File: src/rtl/cu_fsm_if.sv
// Control-unit bus: instruction/interrupt inputs toward the FSM and the enables it
// drives into the datapath. The state code and pending-interrupt flag are carried
// alongside so that checkers can observe the FSM.
interface cu_fsm_if;
    logic       intr;
    logic       mie;
    logic [6:0] opcode;
    logic [2:0] func3;

    logic       pcWrite;
    logic       regWrite;
    logic       memWE2;
    logic       memRDEN1;
    logic       memRDEN2;
    logic       reset;
    logic       csr_WE;
    logic       int_taken;
    logic       mret_exec;

    logic [2:0] state;
    logic       intr_pend;

    // Control unit side
    modport master (
        input  intr, mie, opcode, func3,
        output pcWrite, regWrite, memWE2, memRDEN1, memRDEN2, reset,
               csr_WE, int_taken, mret_exec, state, intr_pend
    );

    // Datapath / CSR side
    modport slave (
        output intr, mie, opcode, func3,
        input  pcWrite, regWrite, memWE2, memRDEN1, memRDEN2, reset,
               csr_WE, int_taken, mret_exec, state, intr_pend
    );
endinterface

File: src/rtl/cu_fsm.sv
// Multicycle OTTER control unit: FETCH -> EXEC [-> WB] [-> INTR] -> FETCH.
// Outputs are decoded combinationally from the current state (and from
// opcode/func3 while in EXEC), so enables line up with the cycle they belong to.
module cu_fsm (
    input  logic      CLK,
    input  logic      RST,
    cu_fsm_if.master  bus
);

    localparam logic [6:0] OP_LOAD   = 7'b0000011;
    localparam logic [6:0] OP_STORE  = 7'b0100011;
    localparam logic [6:0] OP_BRANCH = 7'b1100011;
    localparam logic [6:0] OP_LUI    = 7'b0110111;
    localparam logic [6:0] OP_AUIPC  = 7'b0010111;
    localparam logic [6:0] OP_JAL    = 7'b1101111;
    localparam logic [6:0] OP_JALR   = 7'b1100111;
    localparam logic [6:0] OP_IMM    = 7'b0010011;
    localparam logic [6:0] OP_RG3    = 7'b0110011;
    localparam logic [6:0] OP_SYS    = 7'b1110011;

    typedef enum logic [2:0] {
        ST_INIT  = 3'd0,
        ST_FETCH = 3'd1,
        ST_EXEC  = 3'd2,
        ST_WB    = 3'd3,
        ST_INTR  = 3'd4
    } state_t;

    state_t state;
    logic   intr_pend;
    logic   is_load;
    logic   take_int;
    logic   enter_intr;

    assign is_load  = (bus.opcode == OP_LOAD);
    // A request is honoured if it is pending or arriving now, gated by this cycle's mie.
    assign take_int = (intr_pend | bus.intr) & bus.mie;
    // Instruction boundaries: end of a non-load EXEC, or end of WB. Loads are never split.
    assign enter_intr = take_int &
                        (((state == ST_EXEC) & ~is_load) | (state == ST_WB));

    // State register and pending-interrupt flop; clearing on INTR entry beats a
    // coincident request, but a request seen during INTR itself re-arms the flop.
    always_ff @(posedge CLK) begin
        if (RST) begin
            state     <= ST_INIT;
            intr_pend <= 1'b0;
        end else begin
            case (state)
                ST_INIT:  state <= ST_FETCH;
                ST_FETCH: state <= ST_EXEC;
                ST_EXEC:  begin
                    if (is_load)       state <= ST_WB;
                    else if (take_int) state <= ST_INTR;
                    else               state <= ST_FETCH;
                end
                ST_WB:    state <= take_int ? ST_INTR : ST_FETCH;
                ST_INTR:  state <= ST_FETCH;
                default:  state <= ST_INIT;
            endcase

            if (enter_intr)    intr_pend <= 1'b0;
            else if (bus.intr) intr_pend <= 1'b1;
        end
    end

    // Output decode from current state and, in EXEC, the instruction class.
    always_comb begin
        bus.pcWrite   = 1'b0;
        bus.regWrite  = 1'b0;
        bus.memWE2    = 1'b0;
        bus.memRDEN1  = 1'b0;
        bus.memRDEN2  = 1'b0;
        bus.reset     = 1'b0;
        bus.csr_WE    = 1'b0;
        bus.int_taken = 1'b0;
        bus.mret_exec = 1'b0;
        case (state)
            ST_INIT:  bus.reset    = 1'b1;
            ST_FETCH: bus.memRDEN1 = 1'b1;
            ST_EXEC: begin
                case (bus.opcode)
                    OP_LOAD:  bus.memRDEN2 = 1'b1;
                    OP_STORE: begin
                        bus.memWE2  = 1'b1;
                        bus.pcWrite = 1'b1;
                    end
                    OP_LUI, OP_AUIPC, OP_JAL, OP_JALR, OP_IMM, OP_RG3: begin
                        bus.regWrite = 1'b1;
                        bus.pcWrite  = 1'b1;
                    end
                    OP_SYS: begin
                        bus.pcWrite = 1'b1;
                        if (bus.func3 == 3'b000) begin
                            bus.mret_exec = 1'b1;
                        end else if (bus.func3 == 3'b001) begin
                            bus.csr_WE   = 1'b1;
                            bus.regWrite = 1'b1;
                        end
                    end
                    // BRANCH and unrecognised opcodes only advance the PC.
                    default:  bus.pcWrite = 1'b1;
                endcase
            end
            ST_WB: begin
                bus.regWrite = 1'b1;
                bus.pcWrite  = 1'b1;
            end
            ST_INTR: begin
                bus.int_taken = 1'b1;
                bus.pcWrite   = 1'b1;
            end
            default: ;
        endcase
    end

    assign bus.state     = state;
    assign bus.intr_pend = intr_pend;

endmodule

File: src/flat_wrapper.sv
// flat-port wrapper written by rule: the top's interface ports become plain ports
module cu_fsm_flat 
  (CLK, RST, bus_intr, bus_mie, bus_opcode, bus_func3, bus_pcWrite, bus_regWrite, bus_memWE2, bus_memRDEN1, bus_memRDEN2, bus_reset, bus_csr_WE, bus_int_taken, bus_mret_exec, bus_state, bus_intr_pend);
  cu_fsm_if bus_i ();
  input  logic CLK;
  input  logic RST;
  input wire logic [$bits(bus_i.intr)-1:0] bus_intr;
  input wire logic [$bits(bus_i.mie)-1:0] bus_mie;
  input wire logic [$bits(bus_i.opcode)-1:0] bus_opcode;
  input wire logic [$bits(bus_i.func3)-1:0] bus_func3;
  output wire logic [$bits(bus_i.pcWrite)-1:0] bus_pcWrite;
  output wire logic [$bits(bus_i.regWrite)-1:0] bus_regWrite;
  output wire logic [$bits(bus_i.memWE2)-1:0] bus_memWE2;
  output wire logic [$bits(bus_i.memRDEN1)-1:0] bus_memRDEN1;
  output wire logic [$bits(bus_i.memRDEN2)-1:0] bus_memRDEN2;
  output wire logic [$bits(bus_i.reset)-1:0] bus_reset;
  output wire logic [$bits(bus_i.csr_WE)-1:0] bus_csr_WE;
  output wire logic [$bits(bus_i.int_taken)-1:0] bus_int_taken;
  output wire logic [$bits(bus_i.mret_exec)-1:0] bus_mret_exec;
  output wire logic [$bits(bus_i.state)-1:0] bus_state;
  output wire logic [$bits(bus_i.intr_pend)-1:0] bus_intr_pend;
  assign bus_i.intr = bus_intr;
  assign bus_i.mie = bus_mie;
  assign bus_i.opcode = bus_opcode;
  assign bus_i.func3 = bus_func3;
  assign bus_pcWrite = bus_i.pcWrite;
  assign bus_regWrite = bus_i.regWrite;
  assign bus_memWE2 = bus_i.memWE2;
  assign bus_memRDEN1 = bus_i.memRDEN1;
  assign bus_memRDEN2 = bus_i.memRDEN2;
  assign bus_reset = bus_i.reset;
  assign bus_csr_WE = bus_i.csr_WE;
  assign bus_int_taken = bus_i.int_taken;
  assign bus_mret_exec = bus_i.mret_exec;
  assign bus_state = bus_i.state;
  assign bus_intr_pend = bus_i.intr_pend;
  cu_fsm u_core (.CLK(CLK), .RST(RST), .bus(bus_i));
endmodule
File: config.mk
export PLATFORM = sky130hd
export DESIGN_NAME = cu_fsm_flat
export DESIGN_NICKNAME = d
export VERILOG_FILES = /design/src/rtl/cu_fsm_if.sv /design/src/rtl/cu_fsm.sv /design/src/flat_wrapper.sv
export SDC_FILE = /design/constraint.sdc
export NUM_CORES = 1
export LEC_CHECK = 0
export CAP_MARGIN = 20
export CORE_AREA = 2 2 39 41
export CTS_CLUSTER_DIAMETER = 100
export DETAILED_ROUTE_END_ITERATION = 8
export DIE_AREA = 0 0 41 43
export GPL_TIMING_DRIVEN = 0
export HOLD_SLACK_MARGIN = 0.08
export PLACE_DENSITY = 0.75
export SETUP_SLACK_MARGIN = 0.5
export SYNTH_ARGS = -nofsm -noshare
export SYNTH_HDL_FRONTEND = slang
export SYNTH_SLANG_ARGS = --single-unit
File: constraint.sdc
create_clock -name CLK -period 1.15 [get_ports CLK]
set_input_delay 0.23 -clock CLK [delete_from_list [all_inputs] [get_ports CLK]]
set_output_delay 0.23 -clock CLK [all_outputs]
set_load 0.05 [all_outputs]
run_1/m1.png
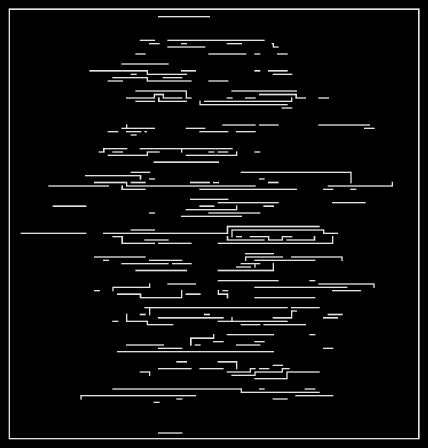
share of all routed wire	38%
main direction	horizontal
nets with wire on the layer	83

run_1/m2.png
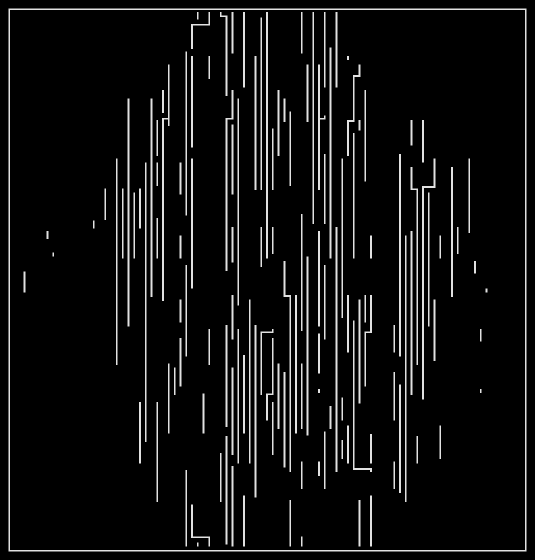
share of all routed wire	54%
longest straight run	22.1 µm
nets with wire on the layer	95

==> flow_metrics.tcl, run 1 <==
# yosys + openroad results
set metrics [dict create \
    clkPwrFrac 0.266 \
    initial_core_util 0.250 \
    hold_path_class "input pin to flop" \
    power_density_nw_per_um2 797 \
    finalClockPeriodUsage 1.47 \
    hold_depth 4 \
    top_cells_by_count "dfxtp_1 (4), nor2_1 (4), nor3_1 (3)" \
    drv_cap 0 \
    max_freq_ghz 0.590 \
    synth_warnings 0 \
    detail-route-antenna-nets 0 \
    grt_pass1_wl_mm 1.77 \
    syn-instance-count 38 \
    finalNetCount 99 \
    final_layout_size_suffix_gt1_frac 0.738 \
    holdBufCountCts 0 \
    crit_path_end_kind "output pin" \
    worst_pin_slew_ps 339 \
    rows 14 \
    ys_seq_frac 0.232 \
    edf_count 0 \
    skew_ps 8.14 \
    ys_seq_elements 4 \
    slew_headroom 0.773 \
    p_leak_nw 0.441 \
    worstPathMaxFanout 4 \
    place_congestion 0.736 \
    drc 0 \
    p_switching_w 0.000289 \
    post_drt_wl_per_cell_um 16.0 \
    critical_path_class "flop to output pin" \
    drt_iter0_markers 8 \
    ios 27 \
    sw_frac_of_total 0.384 \
    setup_ws_ps -544 \
    status "finished with violations" \
    root_buffer "clkbuf_4" \
    clock_latency_ps 250 \
    chip_area_um2 1760 \
    antenna_found_initial 0 \
    fp.dieW_um 41 \
    yosys_area_um2 345 \
    cts.path.max_buffers 2 \
    setup_violations 12 \
    grt_max_degree 10 \
    syn-cell-area_um2 345 \
    asyncSetResetFlopFracSynth 0 \
    violations "negative setup slack" \
    yosys_cells 38 \
    cts_tree "done" \
    arrival_ps 1460 \
    grt_pass1_vias 443 \
]
run_1/m3.png
Bar = 10 µm. Cells faint in the background.
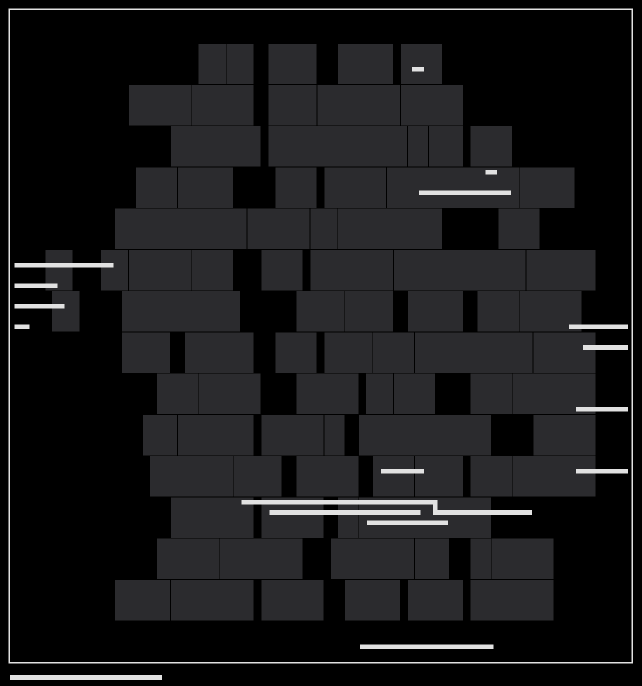
nets with wire on the layer	13
share of all routed wire	4.8%
main direction	horizontal
wire length on this layer	76.4 µm
met3 global-route usage: 0
Vias: 535
DRT Wirelength: 1.60 mm

-- run 1: metrics by stage --
step | cell area, µm² | instances | setup TNS, ps | worst slack, ps | hold WS, ps
2_1_floorplan | 425 | 38 | -2380 | -513 | 289
3_3_place_gp | 706 | 80 | -11590 | -1390 | 536
3_5_place_dp | 706 | 80 | -11750 | -1420 | 547
4_1_cts | 848 | 92 | -4040 | -520 | 510
5_1_grt | 943 | 100 | -5380 | -593 | 482
6_report | 943 | 100 | -4840 | -544 | 480
-- run 1: logic make-up after synthesis --
| logic type | Yosys count | share of synthesized area |
|---|---|---|
| AND-OR/OR-AND | 6 | 0.141 |
| buffers and inverters | 1 | 0.0145 |
| flip-flops | 4 | 0.232 |
| AND/OR/NAND/NOR | 27 | 0.612 |
-- run 1: flip-flops by register name (all words and copies together), names as in the netlist --
signal                flops
u_core.bus.intr_pend      1
u_core.bus.state          3
-- run 1: critical path, cell delays in order, from the launching register on --
cell and delay (ps):
dfxtp_4 340, buf_6 110, and4b_2 290, buf_4 120, and4_4 210, buf_8 140
-- run 1: path summary, 6_finish.rpt --
kind | start | endpoint | slack [ps]
worst max register to register | u_core.bus.state[0] | u_core.bus.intr_pend | -450
worst max-delay path | u_core.bus.state[1] | bus_csr_WE | -540
worst min-delay path | bus_opcode[5] | u_core.bus.state[1] | 480
worst min register to register | u_core.bus.state[2] | u_core.bus.state[1] | 480
-- run 1: power groups by stage --
stage | sequential (W) | combinational, W | clock, W
floorplan | 0.000206 | 0.000134 | 0
global placement | 0.000171 | 0.000286 | 0
detailed placement | 0.000173 | 0.000289 | 0
CTS | 0.000166 | 0.000333 | 0.000200
global route | 0.000164 | 0.000408 | 0.000212
finish | 0.000164 | 0.000388 | 0.000200
-- run 1: layout by cell type, fill, tap and decap left out, drive strengths merged, types with 2 or more instances in the layout --
| cell | Yosys | routed |
|---|---|---|
| nor2 | 4 | 4 |
| nor2b | 2 | 2 |
| buf | 1 | 30 |
| nor3b | 3 | 3 |
| a31oi | 2 | 2 |
| and4 | 2 | 2 |
| clkdlybuf4s50 | 0 | 4 |
| nand2 | 2 | 2 |
| dfxtp | 4 | 4 |
| and4b | 2 | 2 |
| clkbuf | 0 | 9 |
| dlygate4sd2 | 0 | 4 |
| nor3 | 3 | 3 |
-- run 1: layer usage --
layer	GRT usage	up-vias	part of all wire
met5	0	-	0
met4	0.120	0	0.036
met3	0	5	0.048
met2	0.228	19	0.54
met1	0.183	267	0.38
li1	-	244	-
-- run 1: timing repair --
| item | in CTS | in global routing |
|---|---|---|
| hold endpoints to repair | 0 | 0 |
| resized | 114 | 21 |
| cloned | 1 | 0 |
| pin swaps | 9 | 9 |
| endpoints found under the setup margin | 17 | 17 |
| setup buffers | 7 | 8 |
-- run 1: layout make-up --
cell class | instances | area, µm²
Clock buffer | 4 | 26.3
Tap cell | 16 | 20.0
Multi-Input combinational cell | 33 | 372
Timing Repair Buffer | 42 | 419
Fill cell | 97 | 440
Buffer | 1 | 11.3
Sequential cell | 4 | 95.1
## Run 2: what changed since run 1
--- a/config.mk
+++ b/config.mk
@@ -12,6 +12,7 @@
 export DIE_AREA = 0 0 41 43
 export GPL_TIMING_DRIVEN = 0
 export HOLD_SLACK_MARGIN = 0.08
+export MAX_ROUTING_LAYER = met4
 export PLACE_DENSITY = 0.75
 export SETUP_SLACK_MARGIN = 0.5
 export SYNTH_ARGS = -nofsm -noshare
==> run 2 against run 1 <==
Effect of this change:
- the run still ends with negative setup slack left
- final area did not move
- clock power is essentially flat
- maximum frequency about the same
- global-route usage grew 0.37 points
- register-to-register slack barely moved
- first-iteration DRC count shrank 13%
- cell count unchanged
- combinational power hardly changed
- total power rose by 0.13%
- sequential share of layout area stayed put
- synthesized cell count unchanged
- clock-buffer cell count unchanged
- critical endpoint unchanged
==> flow_metrics.tcl, run 2 <==
# yosys + openroad results
set metrics [dict create \
    warnings 29 \
    setup_violations 12 \
    p_leak_nw 0.441 \
    p_switching_w 0.000290 \
    post_drt_wl_per_cell_um 16.0 \
    top_cells_by_count "dfxtp_1 (4), nor2_1 (4), nor3_1 (3)" \
    ios 27 \
    finalMaxSlewViolations 0 \
    grt_max_degree 10 \
    chip_area_um2 1760 \
    initial_core_util 0.250 \
    reg.largest.list "u_core.bus.state (3), u_core.bus.intr_pend (1)" \
    hold_path_class "input pin to flop" \
    grt_pass1_wl_mm 1.77 \
    power_density_nw_per_um2 798 \
    worstPathMaxFanout 4 \
    place_congestion 0.745 \
    h-tree-depth 1 \
    finalClockPeriodUsage 1.47 \
    grt_overflow 0 \
    grt_pass1_vias 443 \
    drt_iter0_markers 7 \
    ys_seq_elements 4 \
    vias 533 \
    setup_ws_ps -545 \
    final_layout_size_suffix_gt1_frac 0.738 \
    drv_cap 0 \
    cts.path.max_buffers 2 \
    cts_tree "done" \
    critical_path_class "flop to output pin" \
    detail-route-antenna-nets 0 \
    root_buffer "clkbuf_4" \
    rows 14 \
    clkPwrFrac 0.267 \
    skew_ps 9.44 \
    fp.dieW_um 41 \
    clock_latency_ps 250 \
    final_core_util 0.682 \
    intPower_w 0.000463 \
    finalHoldViolations 0 \
    drc 0 \
    synth_warnings 0 \
    fin_setup_tns_ps -4840 \
    ff_type "dfxtp_1" \
    yosys_cells 38 \
    antenna_found_initial 0 \
    yosys_area_um2 345 \
    numCtsBuffers 3 \
    asyncSetResetFlopFracSynth 0 \
    arrival_ps 1470 \
    largest_reg_flops 3 \
    violations "negative setup slack" \
    holdBufCountCts 0 \
    regMostFlops "u_core.bus.state" \
    top_area_frac 0.232 \
    detailedPlacementHpwl_um 839 \
    sw_frac_of_total 0.385 \
    status "finished with violations" \
    worst_pin_slew_ps 340 \
    edf_count 0 \
    lay_top_cells "buf_6 (12), buf_4 (10), buf_8 (8)" \
    syn-instance-count 38 \
    syn-cell-area_um2 345 \
    slew_headroom 0.772 \
    finalNetCount 99 \
    crit_path_end_kind "output pin" \
    ys_seq_frac 0.232 \
    wirelength_mm 1.60 \
    max_freq_ghz 0.590 \
    mostFrequentLayoutCell "buf_6" \
]
-- run 2: cell counts in the layout (fill, tap and decap cells not counted) --
No cell type changed its count.
-- run 2: routing by layer --
metal / part of all wire / vias up / GRT usage
li1: - / 243 / -
met1: 0.39 / 268 / 0.183
met2: 0.54 / 17 / 0.228
met3: 0.041 / 5 / 0
met4: 0.034 / 0 / 0.120
met5: 0 / - / -
-- run 2: metrics by stage --
stage	area [µm²]	std cells	hold WS, ps	setup WS, ps
3_3_place_gp	706	80	536	-1390
4_1_cts	848	92	510	-520
3_5_place_dp	706	80	547	-1420
5_1_grt	943	100	482	-593
6_report	943	100	479	-545
2_1_floorplan	425	38	289	-513
-- run 2: power by group through the flow --
stage	registers (W)	clock network [W]	logic (W)
2_1_floorplan	0.000206	0	0.000134
3_3_place_gp	0.000171	0	0.000286
3_5_place_dp	0.000173	0	0.000289
4_1_cts	0.000166	0.000200	0.000333
5_1_grt	0.000164	0.000212	0.000408
6_report	0.000163	0.000201	0.000388
-- run 2: final cells by class --
type,count,area (µm²)
buffer,1,11.3
clock buffer,4,26.3
fill,97,440
multi-input combinational,33,372
sequential,4,95.1
tap,16,20.0
timing repair buffer,42,419
-- run 2: path summary, 6_finish.rpt --
kind | slack [ps] | from | depth (start not counted) | end
worst max-delay path | -550 | u_core.bus.state[1] | 5 | bus_csr_WE
worst min-delay path | 480 | bus_opcode[5] | 4 | u_core.bus.state[1]
worst max register to register | -440 | u_core.bus.state[0] | 8 | u_core.bus.intr_pend
worst min register to register | 480 | u_core.bus.state[2] | 1 | u_core.bus.state[1]
-- run 2: kinds of logic (layout without fill, tap and decap cells) --
logic type,after synthesis,in the layout,synth area share
AOI/OAI and AO/OA,6,6,0.141
buffers and inverters,1,47,0.0145
DFF,4,4,0.232
and+or+nand+nor,27,27,0.612
-- run 2: critical path, stage by stage, from the launching register on --
cell and delay, ps:
dfxtp_4 340, buf_6 110, and4b_2 290, buf_4 120, and4_4 210, buf_8 140
-- run 2: repair_timing --
| item | CTS | global route |
|---|---|---|
| pin swaps | 9 | 9 |
| buffers inserted | 7 | 8 |
| endpoints found under the hold margin | 0 | 0 |
| gates cloned | 1 | 0 |
| endpoints found under the setup margin | 17 | 17 |
| gates resized | 114 | 21 |
run_2/m3.png
Bar = 10 µm. Cells faint in the background.
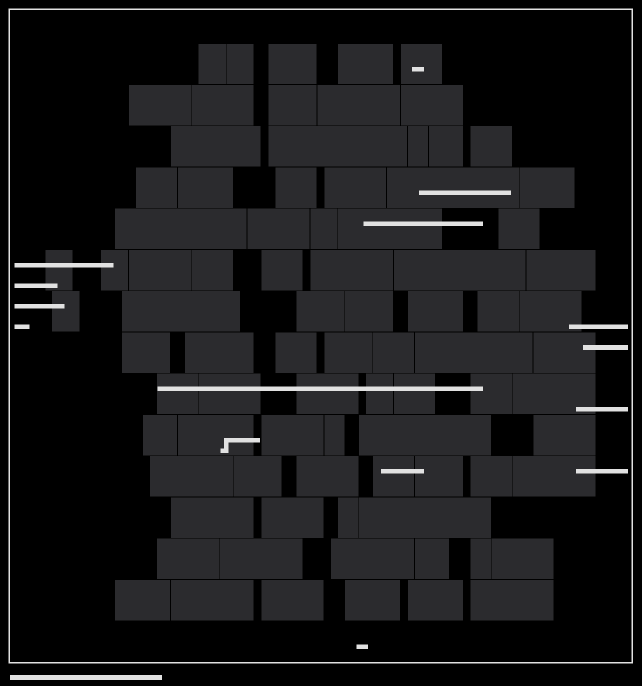
nets with wire on the layer	12
wire length on this layer	65.3 µm
share of all routed wire	4.1%
main direction	horizontal
longest straight run	21.2 µm

run_2/class_map.png
Bar = 10 µm.
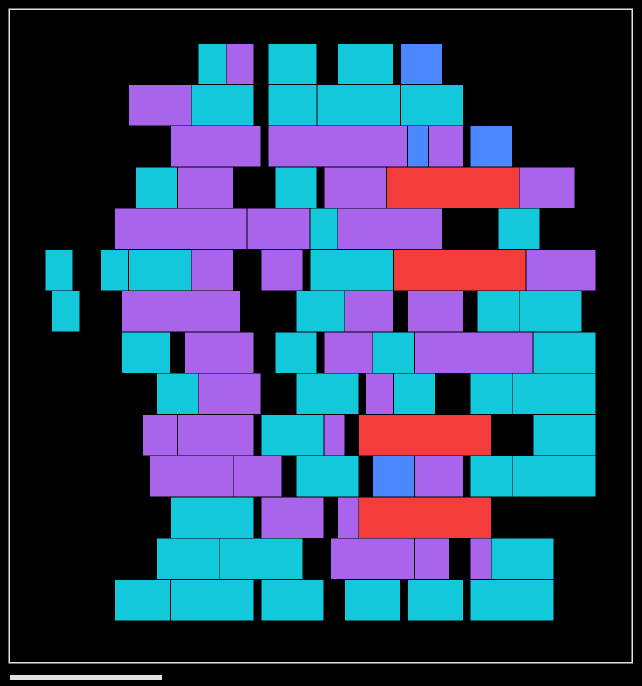
class	colour	cells
clock drivers and dummy loads	blue	4
sequential cells	red	4
remaining buffers and delay cells	cyan	43
remaining logic cells	purple	33
flop share of the area: 0.101
fin area: 943 µm²

## Run 3: what changed since run 2
--- a/config.mk
+++ b/config.mk
@@ -15,6 +15,7 @@
 export MAX_ROUTING_LAYER = met4
 export PLACE_DENSITY = 0.75
 export SETUP_SLACK_MARGIN = 0.5
+export SKIP_CTS_REPAIR_TIMING = 1
 export SYNTH_ARGS = -nofsm -noshare
 export SYNTH_HDL_FRONTEND = slang
 export SYNTH_SLANG_ARGS = --single-unit
==> run 3 against run 2 <==
Effect of this change:
- the run still ends with negative setup slack left
- core utilization fell by 3.4 points
- first-iteration DRC count fell by 14%
- non-clock buffer count fell by 9
- register-to-register slack improved by 240 ps
==> flow_metrics.tcl, run 3 <==
# yosys + openroad results
set metrics [dict create \
    p_switching_w 0.000263 \
    instances_no_fill 91 \
    skew_ps 6.85 \
    detailedPlacementHpwl_um 839 \
    placed_cells 80 \
    yosys_cells 38 \
    lay_top_cells "buf_6 (12), buf_8 (7), dlymetal6s2s_1 (7)" \
    post_drt_wl_per_cell_um 12.6 \
    worst_pin_slew_ps 270 \
    grt_pass1_vias 406 \
    slew_headroom 0.818 \
    numCtsBuffers 3 \
    drv_cap 0 \
    ff_type "dfxtp_1" \
    clkPwrFrac 0.265 \
    syn-instance-count 38 \
    intPower_w 0.000461 \
    setup_violations 12 \
    p_leak_nw 0.432 \
    grt_pass1_wl_mm 1.53 \
    reg.largest.list "u_core.bus.state (3), u_core.bus.intr_pend (1)" \
    edf_count 0 \
    grt-busiest-layer "met2" \
    regMostFlops "u_core.bus.state" \
    final_layout_size_suffix_gt1_frac 0.627 \
    sw_frac_of_total 0.363 \
    rows 14 \
    ys_seq_elements 4 \
    drt_iter0_markers 6 \
    max_freq_ghz 0.593 \
    antenna_found_initial 0 \
    finalClockPeriodUsage 1.47 \
    drc 0 \
    status "finished with violations" \
    top_cells_by_count "dfxtp_1 (4), nor2_1 (4), nor3_1 (3)" \
    grt_max_degree 10 \
    violations "negative setup slack" \
    worstPathMaxFanout 7 \
    setup_ws_ps -538 \
    yosys_area_um2 345 \
    synth_warnings 0 \
    place_congestion 0.745 \
    cts_tree "done" \
    critical_path_class "flop to output pin" \
    use_met3 0 \
    grt_overflow 0 \
    warnings 28 \
    clock_latency_ps 240 \
    initial_core_util 0.250 \
    asyncSetResetFlopFracSynth 0 \
    finalNetCount 90 \
    dpl-instance-area_um2 706 \
    top_area_frac 0.232 \
    largest_reg_flops 3 \
    finalMaxSlewViolations 0 \
    syn-cell-area_um2 345 \
    cts.path.max_buffers 2 \
    ios 27 \
    fp.dieW_um 41 \
    h-tree-depth 1 \
    chip_area_um2 1760 \
    mostFrequentLayoutCell "buf_6" \
    power_density_nw_per_um2 809 \
]
==> run 3: kinds of logic (layout without fill, tap and decap cells) <==
| group | Yosys count | after routing | synth area share |
|---|---|---|---|
| flip-flops | 4 | 4 | 0.232 |
| buffers and inverters | 1 | 38 | 0.0145 |
| AND-OR/OR-AND | 6 | 6 | 0.141 |
| AND/OR/NAND/NOR | 27 | 27 | 0.612 |
==> run 3: area by class of cell <==
class / count / area (µm²)
sequential: 4 / 95.1
buffer: 1 / 15.0
timing repair buffer: 33 / 388
clock buffer: 4 / 26.3
multi-input combinational: 33 / 352
fill: 112 / 488
tap: 16 / 20.0
==> run 3: path summary, 6_finish.rpt <==
| path | depth (start not counted) | from | slack (ps) | endpoint |
|---|---|---|---|---|
| worst min register to register | 1 | u_core.bus.state[2] | 540 | u_core.bus.state[1] |
| worst max register to register | 6 | u_core.bus.state[0] | -200 | u_core.bus.intr_pend |
| worst max-delay path | 5 | u_core.bus.state[1] | -540 | bus_mret_exec |
| worst min-delay path | 4 | bus_opcode[5] | 500 | u_core.bus.state[1] |
==> run 3: per-layer routing <==
| metal | part of all wire | vias up |
|---|---|---|
| met5 | 0 | - |
| met4 | 0.033 | 0 |
| met3 | 0.030 | 6 |
| met2 | 0.59 | 20 |
| met1 | 0.35 | 219 |
| li1 | - | 226 |
==> run 3: critical path, stage by stage, from the launching register on <==
cell     delay, ps
dfxtp_4        350
buf_8          120
and4b_2        260
nand2_2        100
nor3b_4        200
buf_6          180
==> run 3: power groups by stage <==
stage	combinational, W	sequential, W	clock, W
4_1_cts	0.000290	0.000171	0.000200
3_3_place_gp	0.000286	0.000171	0
6_report	0.000363	0.000170	0.000192
2_1_floorplan	0.000134	0.000206	0
5_1_grt	0.000382	0.000171	0.000209
3_5_place_dp	0.000289	0.000173	0
==> run 3: metrics by stage <==
step / utilization / hold WS, ps / TNS, ps / worst slack (ps) / power, W
floorplan: - / 289 / -2380 / -513 / 0.000340
global placement: 0.510 / 536 / -11590 / -1390 / 0.000457
detailed placement: 0.510 / 547 / -11750 / -1420 / 0.000462
CTS: 0.529 / 539 / -12600 / -1420 / 0.000660
global route: 0.647 / 525 / -4410 / -605 / 0.000762
finish: 0.647 / 499 / -3790 / -538 / 0.000725
run_3/m3.png
Bar = 10 µm. Cells faint in the background.
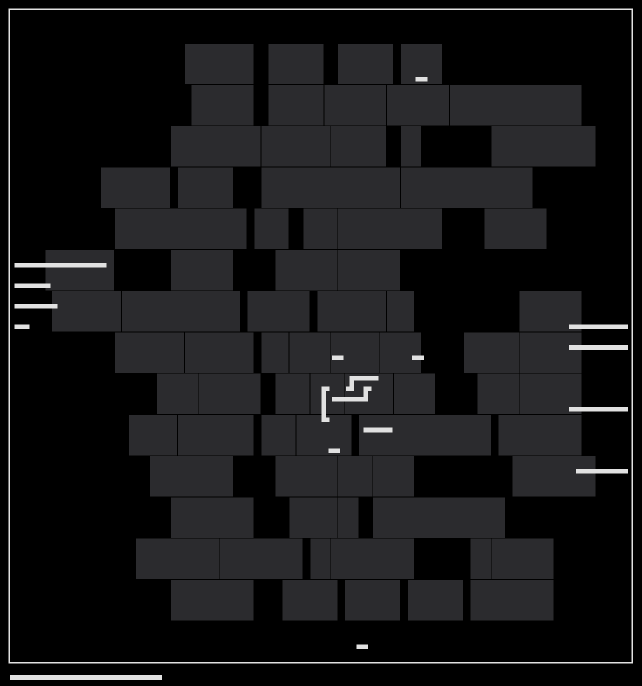
longest straight run	5.80 µm
share of all routed wire	3.1%
nets with wire on the layer	14
main direction	horizontal
DRT Wirelength: 1.15 mm
Vias: 471

run_3/m2.png
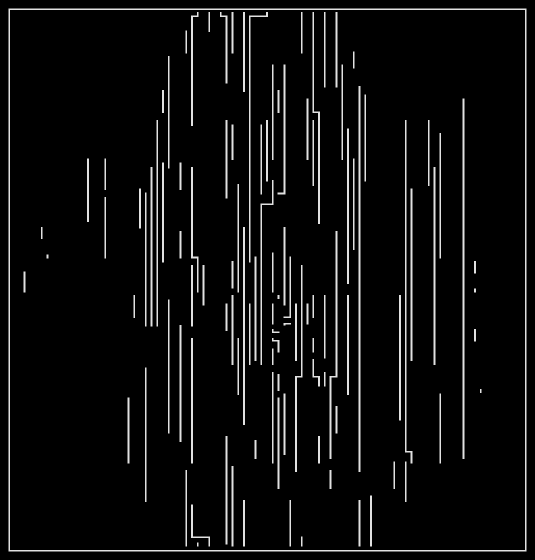
nets with wire on the layer	85
wire length on this layer	677 µm
main direction	vertical
routing usage on met2: 0.203


==> screenshots <==
Congestion heat map.
image #1
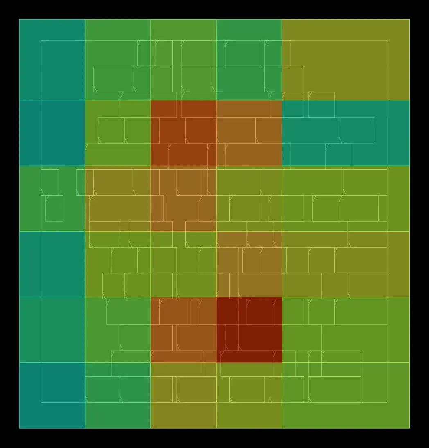
image #2
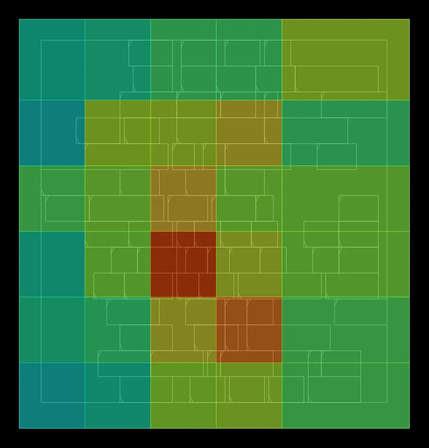
| picture | from |
|---|---|
| image #2 | run 3 |
| image #1 | run 1 |
Of these, most wire per cell: image #1

Power and IR drop assume default switching activity.
